Design mem_port_arbiter, sky130hd; sources not shown.
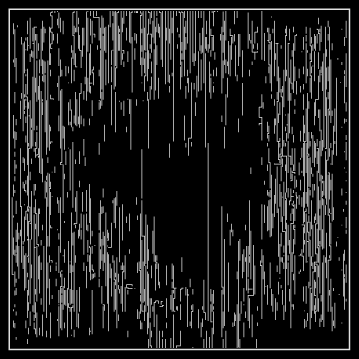
*Metal 2, run 1*
Drawn at 3 px/um.
nets with wire on the layer = 758
share of all routed wire = 49%
wire length on this layer = 7070 um
main direction = vertical
longest straight run = 59.2 um
met2 track demand over resource: 38.68%
wire length reported by the detailed router: 14300 um

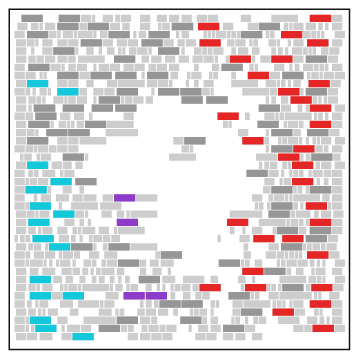
*Sequential cells coloured by netlist name, run 1*
Drawn at 3 px/um. Other sequential cells in the stronger grey, the rest of the logic in the fainter grey.
mem_addr -> cyan  # sequential cells 16
wstrb_reg -> purple  # sequential cells 4
if_rdata -> red  # sequential cells 32
not coloured = 74
Seq area share: 31.94%
sequential cell area in the final layout: 2522 um^2
Sequential Power: 0.00297 W
final core area utilization: 65.75%

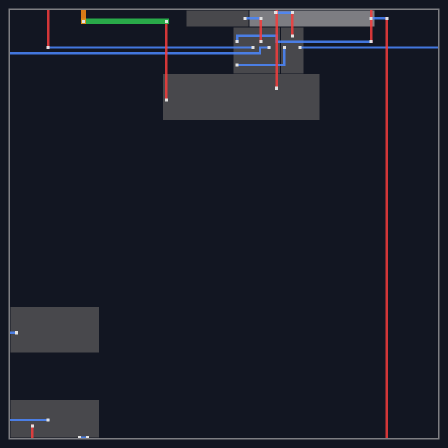
*Zoomed window, run 1*
Window x 44 to 69, y 44 to 69 um. Cells in grey, sequential cells in the stronger grey; small squares are vias.
M2 -> red
M4 -> orange
M3 -> green
M1 -> blue
sequential cells in the window = 0
cells with their middle in the window = 5

==> results.txt, run 1 <==
State of the implementation.

- The stat command in Yosys gives a chip area of slightly below 5000 um^2.
- For reference, the critical path cell chain is inv_1 > ha_4 > and3_1 > clkdlybuf4s50_1.
- The report lists the power per cell area as 1132 nW/um^2.
- Final hold analysis gives a worst-case slack of 283.6 ps.
- In this run, the synthesized area fraction spent on adder and majority cells is recorded as 2.287%.
- Between the synthesized netlist and the finished layout, the area growth was recorded as 60.41%.
- The clock network latency to the later pin of the worst-skew pair is 420 ps, for reference.
- In the synthesized netlist the async set-or-reset flop fraction comes to 0%.
- STA classifies the critical path startpoint as a register.
- The buffer count from post-CTS setup fixing is 0, for reference.
- Clock skew on the completed layout was measured at 8.860 ps.
- The final max-slew violation count is 0, for reference.
- The number of cells in the yosys synthesis report is 569, for reference.
- The number of vias after detailed routing is 4828, for reference.
- The global-route wire length before repair is 22530 um, for reference.
- The leakage power in the latest report is around 2.9 nW.
- Per the CTS log, the buffer count on the longest clock path is 2.
- The peak per-stage delay on the critical path is 500 ps, for reference.
- The number of maximum-capacitance violations is 0, for reference.
- The final antenna diode tally reported by the flow is 0.
- The number of signal-net inverters in the final layout is 6, for reference.
- Logic depth along the worst register-to-register path is recorded as 6.
- The number of vias per cell is 5.158, for reference.
- The synthesized-area fraction occupied by ao, oa, aoi and oai cells is a little under a fifth, for reference.
- At the floorplan stage, the core utilization is reported as ~40%.
- The required time of the worst setup path is roughly 1900 ps, for reference.
- The global route stage reports its total congestion overflow as 0.
- The clock net sink count is ~130, for reference.
- The slew check shows that the tightest pin keeps a relative margin of 46.06%.
- RePlAce ended its routability-driven mode at a weighted congestion of 0.7493.
- The area of the placeable core is 12010 um^2, for reference.
- The run finished with clean final reports.
- Detailed placement finished with a half-perimeter wire length of 9750 um.
- The aggregate negative setup slack is 0 ps, for reference.
- The maximum fanout along the worst path is 9, for reference.
- Multi-input combinational cells in the finished layout were counted as 390.
- In the final report, the number of endpoints failing setup comes to 0.
- The final layout contains about 900 nets.
- The floorplan has 40 rows.
- Looking at area per cell type in the netlist, the leader is dfxtp_1.
- The count of clock-net buffers in the final layout is 20, for reference.
-- run 1: routing by layer --
metal  track usage, %  wire length [um]
met4            10.09               248
met1            24.59              5598
met3            10.12              1383
met5                0                 0
met2            38.68              7069
-- run 1: cells by family (layout without fill, tap and decap cells) --
kind of cell | after synthesis | after routing
AND/OR/NAND/NOR | 235 | 235
XOR/XNOR | 1 | 1
buffers and inverters | 53 | 273
adder cells (fa/ha/maj) | 9 | 9
multiplexers | 1 | 1
AND-OR/OR-AND | 144 | 144
flip-flops | 126 | 126
-- run 1: stage by stage --
stage,setup slack [ps],area (um^2)
final,89.19,7898
after global routing,-8.837,7898
after CTS,43.78,7888
after detailed placement,61.71,7262
after global placement,120.8,7262
after floorplan,-539.6,4678
-- run 1: critical path: cells and delay by family (launching register included) --
family,cells,cell delay (ps)
buffers and inverters,2,670
flip-flops,1,350
adder cells (fa/ha/maj),1,200
AND/OR/NAND/NOR,1,180
-- run 1: layout by cell type (no fill, tap or decap), types with 2 or more instances in the layout --
cell type and instances:
inv_1 6, a21oi_2 7, buf_12 6, nand3_1 2, nor3_1 4, nand4b_1 2
a21oi_1 78, buf_4 6, nor2_2 3, nor2_1 89, nor3b_1 32, clkbuf_8 2
dfxtp_1 126, nand2_1 86, a22oi_1 38, a211oi_1 10, a211oi_2 7, clkdlybuf4s50_1 223
nor2b_1 2, and2_1 4, and3_1 4, clkbuf_16 17, or2_2 2, ha_1 8
bufinv_16 4, clkinv_2 6, o21ai_0 3
-- run 1: report_power, final --
| part | leakage, nW | total, W | switching, W | internal [W] |
|---|---|---|---|---|
| clock | 0.309 | 0.00290 | 0.000984 | 0.00192 |
| sequential | 1.03 | 0.00297 | 0.000273 | 0.00269 |
| combinational | 1.56 | 0.00308 | 0.00150 | 0.00158 |
| total | 2.90 | 0.00894 | 0.00276 | 0.00619 |
==> run 2: changes to the inputs <==
--- a/config.mk
+++ b/config.mk
@@ -5,11 +5,10 @@
 export SDC_FILE = /design/constraint.sdc
 export NUM_CORES = 1
 export LEC_CHECK = 0
-export CORE_UTILIZATION = 40
+export CORE_UTILIZATION = 30
 export DETAILED_ROUTE_END_ITERATION = 8
 export GPL_ROUTABILITY_DRIVEN = 1
-export GPL_TIMING_DRIVEN = 1
-export PLACE_DENSITY = 0.91
+export PLACE_DENSITY = 0.74
 export REMOVE_ABC_BUFFERS = 1
 export SLEW_MARGIN = 20
 export SYNTH_ARGS = -nofsm -noshare
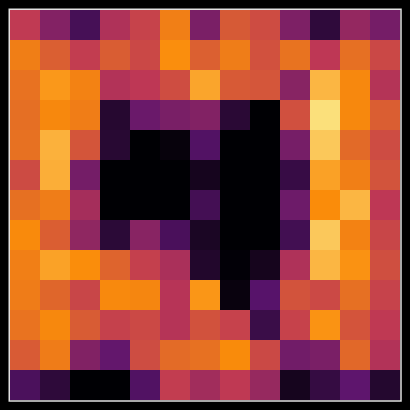
*Cell density map, run 2*
Drawn at 3 px/um. The die is cut into 13 by 13 equal tiles; black is low, pale yellow is high, 0 to 100% covered.
tiles over 75% full = 10%
mean over tiles = 46%
fullest tile = 93%
nearly empty tiles = 12%
floorplan utilization: 30.88%
placeable core region: 15940 um^2
final core area utilization: 49.96%

==> run 2 against run 1 <==
Routed wire length increased by 0.44%. Global-route usage down 5.8 points. Register-to-register slack gained 50 ps. Hold slack better by 42 ps. Clock power fell by 5%. First-iteration DRC count fell by 55%. Critical path type unchanged. Critical endpoint is now mem_we[3]. Largest power group unchanged.
==> results.txt, run 2 <==
State of the implementation.

- The flow ran to the end, and the final reports show no timing, DRC or antenna violations.
- The floorplan die width is 130.1 um, for reference.
- The final cell area excluding filler cells is 7965 um^2 (+0.86%).
- The post-synth area from yosys stat is 4923 um^2 (unchanged), for reference.
- The sum of overflow across all layers after global routing is 0 (unchanged), for reference.
- The leakage power summed over all cells came to 2.882 nW (-0.60%).
- Per the cell usage report, the commonest logic cell in the layout is clkdlybuf4s50_1.
- The clock net sink count came to 126 (unchanged).
- The iteration tally of the first detailed-router pass is 4, for reference.
- The clock network latency to the later pin of the worst-skew pair came to 410 ps (about the same).
- The floorplan row count is 46 (+15%), for reference.
- The maximum clock insertion buffer count was 2 (unchanged).
- The number of cells in the yosys synthesis report came to 569 (unchanged).
- The synthesis warning total is 0, for reference.
- The worst slew margin relative to its limit was 72.68% (+27 points).
- The count of cell instances traversed by the critical path is 4 (unchanged), for reference.
- Per the synth stats, the flop cell with the highest instance count is dfxtp_1.
- The critical path's top delay family is buffers and inverters, for reference.
- The fraction of synthesis flops using an asynchronous set or reset pin is 0% (unchanged).
- The setup skew after layout is 8.413 ps (-0.4472 ps), for reference.
- For this run, the top clock speed supported by timing is 475.3 MHz.
- The final wirelength came to 14360 um (+0.44%).
- IR analysis of the VDD net gives a maximum drop of 0.5503 mV.
- The library cells used most frequently in the layout, excluding fill and tap cells, are 223 x clkdlybuf4s50_1, 126 x dfxtp_1, 89 x nor2_1.
- The placed standard-cell area is 7361 um^2 (+1.4%), for reference.
- The count of buffer and inverter cells on the critical path was 2 (unchanged).
- The buffer count from post-CTS setup fixing is 0 (unchanged), for reference.
- The maximum fanout along the worst path is 9 (unchanged), for reference.
- The worst hold slack was 325.5 ps (+41.86 ps).
- The antenna violation net count after detailed routing is 0, for reference.
- The required time of the worst setup path is 1900 ps (about the same), for reference.
- Of the available clock period, the critical path in the final layout requires 94.35%.
- The power density of the placed cells came to 1101 nW/um^2 (-2.8%).
- The area overhead of the layout relative to synthesis is 61.78%, for reference.
- The peak per-stage delay on the critical path is 500 ps (about the same), for reference.
- The type of origin of the critical path is a register, for reference.
- The path depth of the worst reg2reg path came to 6 (unchanged).
- The dominant cell type by area after synthesis is dfxtp_1, for reference.
- The number of nets at the end of the flow came to 927 (+0.54%).
- The count of antenna diodes in the layout was 0 (unchanged).
- The final max-slew violation count is 0 (unchanged), for reference.
- Traced cell by cell, the critical path runs through inv_1 > ha_4 > and3_1 > clkdlybuf4s50_1.
- The number of vias per cell is 4.661 (-9.6%), for reference.
- The initial antenna violation count is 0, for reference.
- The aggregate negative setup slack is 0 ps (unchanged), for reference.
- The final setup violation count is 0 (unchanged), for reference.
- The HPWL after detailed placement is 9791 um (+0.42%), for reference.
==> run 2: cell counts after synthesis <==
Identical to the previous run, type by type.
==> run 2: power by group <==
part / switching, W / internal, W / leakage, nW
clock network: 0.00104 / 0.00171 / 0.278
logic: 0.00152 / 0.00156 / 1.58
registers: 0.000255 / 0.00269 / 1.03
total: 0.00281 / 0.00595 / 2.88
==> run 2: metrics by stage <==
stage,total power (W),utilization [%],std cells,setup WS [ps]
final,0.008768,49.96,1010,126.0
after global routing,0.009334,49.96,1010,20.34
after CTS,0.008864,49.90,1010,53.83
after detailed placement,0.006063,46.17,978,184.8
after global placement,0.006026,46.17,978,233.9
after floorplan,0.004392,-,522,-539.6
==> run 2: area by class of cell <==
type	count	area (um^2)	area share, %
Multi-Input combinational cell	390	2148	26.97
Clock buffer	19	452.9	5.686
Sequential cell	126	2522	31.67
Inverter	6	22.52	0.2828
Timing Repair Buffer	240	2410	30.25
Tap cell	216	270.3	3.393
Clock inverter	13	138.9	1.744
==> run 2: per-layer routing <==
layer,global-route usage [%],routed length [um],vias to the layer above
li1,-,-,2357
met1,19.29,6032,2149
met2,28.10,6559,189
met3,7.503,1603,13
met4,6.566,168,0
met5,0,0,-
==> run 2: what timing repair did <==
item,CTS,global route
endpoints found under the setup margin,2,5
cloned,0,0
gates resized,1,1
==> run 2: cell families (layout without fill, tap and decap cells) <==
kind of cell / after synthesis / in the layout / share of synthesized area [%]
and+or+nand+nor: 235 / 235 / 21.91
AOI/OAI and AO/OA: 144 / 144 / 18.75
DFF: 126 / 126 / 51.23
buffers and inverters: 53 / 278 / 5.438
adders and majority gates: 9 / 9 / 2.287
xor gates and xnor gates: 1 / 1 / 0.1779
muxes: 1 / 1 / 0.2033
Power and IR drop assume default switching activity.
